## config.mk

```make
export PLATFORM = sky130hd
export DESIGN_NAME = ifu_fetch
export DESIGN_NICKNAME = d
export VERILOG_FILES = /design/src/rtl/ifu_fetch.sv
export SDC_FILE = /design/constraint.sdc
export NUM_CORES = 1
export LEC_CHECK = 0
export CAP_MARGIN = 20
export CORE_MARGIN = 2
export CORE_UTILIZATION = 50
export DETAILED_ROUTE_END_ITERATION = 10
export PLACE_DENSITY_LB_ADDON = 0.3
export SYNTH_ARGS = -nofsm -noshare
export SYNTH_HDL_FRONTEND = slang
export SYNTH_SLANG_ARGS = --single-unit
```

## constraint.sdc

```tcl
create_clock -name clk -period 3.69 [get_ports clk]
set_input_delay 0.738 -clock clk [delete_from_list [all_inputs] [get_ports clk]]
set_output_delay 0.738 -clock clk [all_outputs]
set_load 0.1 [all_outputs]
```

## src/rtl/ifu_fetch.sv

```systemverilog
// Instruction fetch unit: owns the PC, issues sequential ICCM word reads and buffers
// responses in an in-order prefetch FIFO. Optional same-cycle bypass: IFU_FETCH_BYPASS_EN.
module ifu_fetch #(
    parameter int                    ADDR_WIDTH = 11,
    parameter int                    DATA_WIDTH = 32,
    parameter int                    PC_WIDTH   = 32,
    parameter int                    FIFO_DEPTH = 4,
    parameter logic [PC_WIDTH-1:0]   RESET_PC   = '0
) (
    input  logic                  clk,
    input  logic                  rst_n,
    output logic                  cntlr_rd,
    output logic [ADDR_WIDTH-1:0] cntlr_raddr,
    input  logic [DATA_WIDTH-1:0] cntlr_rd_data,
    input  logic                  cntlr_rd_valid,
    input  logic                  redirect,
    input  logic [PC_WIDTH-1:0]   redirect_pc,
    output logic                  inst_valid,
    output logic [DATA_WIDTH-1:0] inst,
    output logic [PC_WIDTH-1:0]   inst_pc,
    input  logic                  inst_ready
);
    localparam int CW = $clog2(FIFO_DEPTH + 1);
    localparam int PW = $clog2(FIFO_DEPTH);
    localparam logic [CW:0] DEPTH_C = (CW+1)'(FIFO_DEPTH);

    logic [PC_WIDTH-1:0]   fetch_pc, resp_pc;
    logic [CW-1:0]         outstanding, drop, count, out_next;
    logic [PW-1:0]         wr_ptr, rd_ptr;
    logic [PC_WIDTH-1:0]   fifo_pc   [FIFO_DEPTH];
    logic [DATA_WIDTH-1:0] fifo_inst [FIFO_DEPTH];
    logic [CW:0]           credit_used;
    logic                  issue, keep, push, fifo_pop, fifo_nonempty;
    logic [PC_WIDTH-1:0]   redirect_base;
    logic                  unused_redirect_lsb;

    assign redirect_base       = {redirect_pc[PC_WIDTH-1:2], 2'b00};
    assign unused_redirect_lsb = ^redirect_pc[1:0];

    // Outstanding reads reserve FIFO slots, so a response always has room.
    assign credit_used = {1'b0, count} + {1'b0, outstanding};
    assign issue       = rst_n && !redirect && (credit_used < DEPTH_C);
    assign cntlr_rd    = issue;
    assign cntlr_raddr = fetch_pc[ADDR_WIDTH+1:2];

    assign keep          = cntlr_rd_valid && (drop == '0) && !redirect;
    assign fifo_nonempty = (count != '0);
    assign fifo_pop      = fifo_nonempty && inst_ready;
    assign out_next      = outstanding + CW'(issue) - CW'(cntlr_rd_valid);

`ifdef IFU_FETCH_BYPASS_EN
    logic bypass;
    // Only an empty FIFO exposes the response; otherwise the head takes priority.
    assign bypass     = keep && !fifo_nonempty;
    assign push       = keep && !(bypass && inst_ready);
    assign inst_valid = fifo_nonempty || bypass;
    assign inst       = fifo_nonempty ? fifo_inst[rd_ptr] : (bypass ? cntlr_rd_data : '0);
    assign inst_pc    = fifo_nonempty ? fifo_pc[rd_ptr]   : (bypass ? resp_pc       : '0);
`else
    assign push       = keep;
    assign inst_valid = fifo_nonempty;
    assign inst       = fifo_nonempty ? fifo_inst[rd_ptr] : '0;
    assign inst_pc    = fifo_nonempty ? fifo_pc[rd_ptr]   : '0;
`endif

    always_ff @(posedge clk) begin
        if (!rst_n) begin
            fetch_pc    <= RESET_PC;
            resp_pc     <= RESET_PC;
            outstanding <= '0;
            drop        <= '0;
            wr_ptr      <= '0;
            rd_ptr      <= '0;
            count       <= '0;
        end else begin
            outstanding <= out_next;
            if (redirect) begin
                // Everything still in flight belongs to the old stream.
                fetch_pc <= redirect_base;
                resp_pc  <= redirect_base;
                drop     <= out_next;
                wr_ptr   <= '0;
                rd_ptr   <= '0;
                count    <= '0;
            end else begin
                if (issue)
                    fetch_pc <= fetch_pc + PC_WIDTH'(4);
                if (keep)
                    resp_pc <= resp_pc + PC_WIDTH'(4);
                if (cntlr_rd_valid && (drop != '0))
                    drop <= drop - CW'(1);
                if (push)
                    wr_ptr <= wr_ptr + PW'(1);
                if (fifo_pop)
                    rd_ptr <= rd_ptr + PW'(1);
                count <= count + CW'(push) - CW'(fifo_pop);
            end
        end
    end

    always_ff @(posedge clk) begin
        if (rst_n && !redirect && push) begin
            fifo_pc[wr_ptr]   <= resp_pc;
            fifo_inst[wr_ptr] <= cntlr_rd_data;
        end
    end
endmodule
```

==> results.rst <==
Implementation results
======================

.. list-table::
   :header-rows: 1

   * - Metric
     - Value
   * - Outcome
     - finished clean
   * - Placed cell count
     - 1214
   * - Number of buffers on the longest clock path
     - 3
   * - Buffers and inverters on the worst path
     - 2
   * - Dominant logic cell types in the final layout
     - 248 x sky130_fd_sc_hd__edfxtp_1, 77 x sky130_fd_sc_hd__clkdlybuf4s50_1, 77 x sky130_fd_sc_hd__buf_4
   * - Clk Latency, worst-skew pair
     - 0.54 ns
   * - Clock skew after layout
     - 0.0134 ns
   * - Reported sequential group power
     - 3.95 mW
   * - Routability-driven placement congestion ratio
     - 0.824
   * - Simple-Gate Area Share
     - 10.2%
   * - Critical path start-end classification
     - register to output pin
   * - Pin slew with the least headroom to its limit
     - 0.978 ns
   * - Slowest CP cell
     - sky130_fd_sc_hd__dfxtp_4
   * - Number of warnings in the stage logs
     - 32
   * - Main area contributors
     - sky130_fd_sc_hd__edfxtp_1 60%, sky130_fd_sc_hd__mux4_2 11%, sky130_fd_sc_hd__dfxtp_1 9.0%
   * - Die width
     - 162 um
   * - Worst slack on hold paths
     - 0.497 ns
   * - Antenna violations before repair
     - 1
   * - Area Overhead vs Synth
     - 21.6%
   * - Met3 Use GR
     - 2.89%
   * - Count of clock-net buffers in the final layout
     - 36
   * - Met2 Use GR
     - 30.4%
   * - Hold Crit Start
     - wr_ptr[1]$_SDFFE_PP0N_
   * - Logic cell area
     - 3680 um2
   * - CTS tree
     - done
   * - Fill count
     - 1793
   * - Row count
     - 57
   * - Arrival time of data at the critical path endpoint
     - 2.39 ns
   * - Parity-gate share of the synthesized area counting xor and xnor cells
     - 1.82%
   * - # setup viols final
     - 0
   * - TritonCTS Buffers
     - 29
   * - Clock distribution area overhead in the final layout
     - 6.44%
   * - Total power consumption of the routed design
     - 8.58 mW
   * - Max stage delay on crit path
     - 0.59 ns
   * - Hold-critical path depth
     - 2
   * - Number of hold violations in the final report
     - 0
   * - Combinational power
     - 1.63 mW
   * - Setup repair after global routing missed its margin
     - no
   * - Worst Slack Setup Final
     - 0.558 ns
   * - Source of the worst register-to-register timing path
     - count[1]$_SDFF_PP0_
   * - First-iteration detailed-routing DRC count
     - 564
   * - Busiest grt layer
     - met2
Clock wires, drivers and flops:
Scale bar: 50 um.
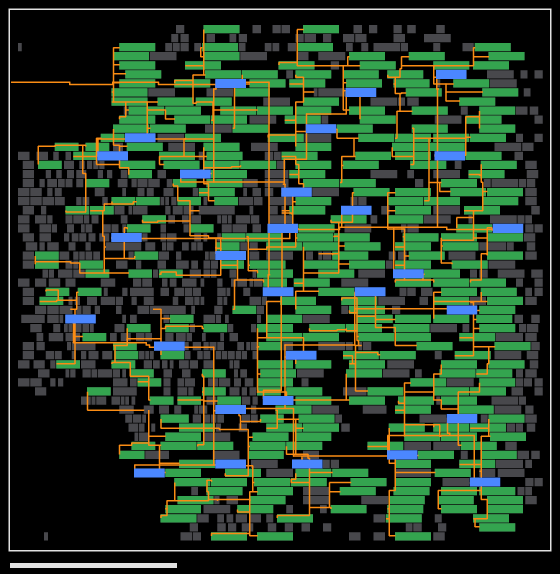
Green stands for flip-flops, count 304. Blue stands for clock-net drivers, count 29. Orange stands for clock wires, length 3120 um.
Position of the flops: all over the die. There are 30 routed clock nets.

Sequential cells coloured by netlist name:
Scale bar: 50 um. Other sequential cells in the stronger grey, the rest of the logic in the fainter grey.
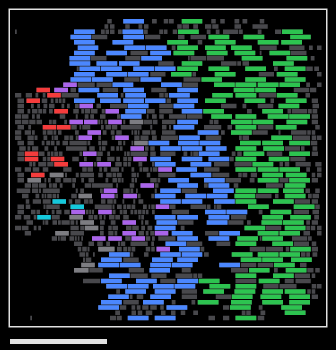
Red stands for fetch_pc, sequential cells 11. Green stands for fifo_inst, sequential cells 128. Blue stands for fifo_pc, sequential cells 120. Cyan stands for outstanding, sequential cells 3. Purple stands for resp_pc, sequential cells 30.

Power and IR drop assume default switching activity.
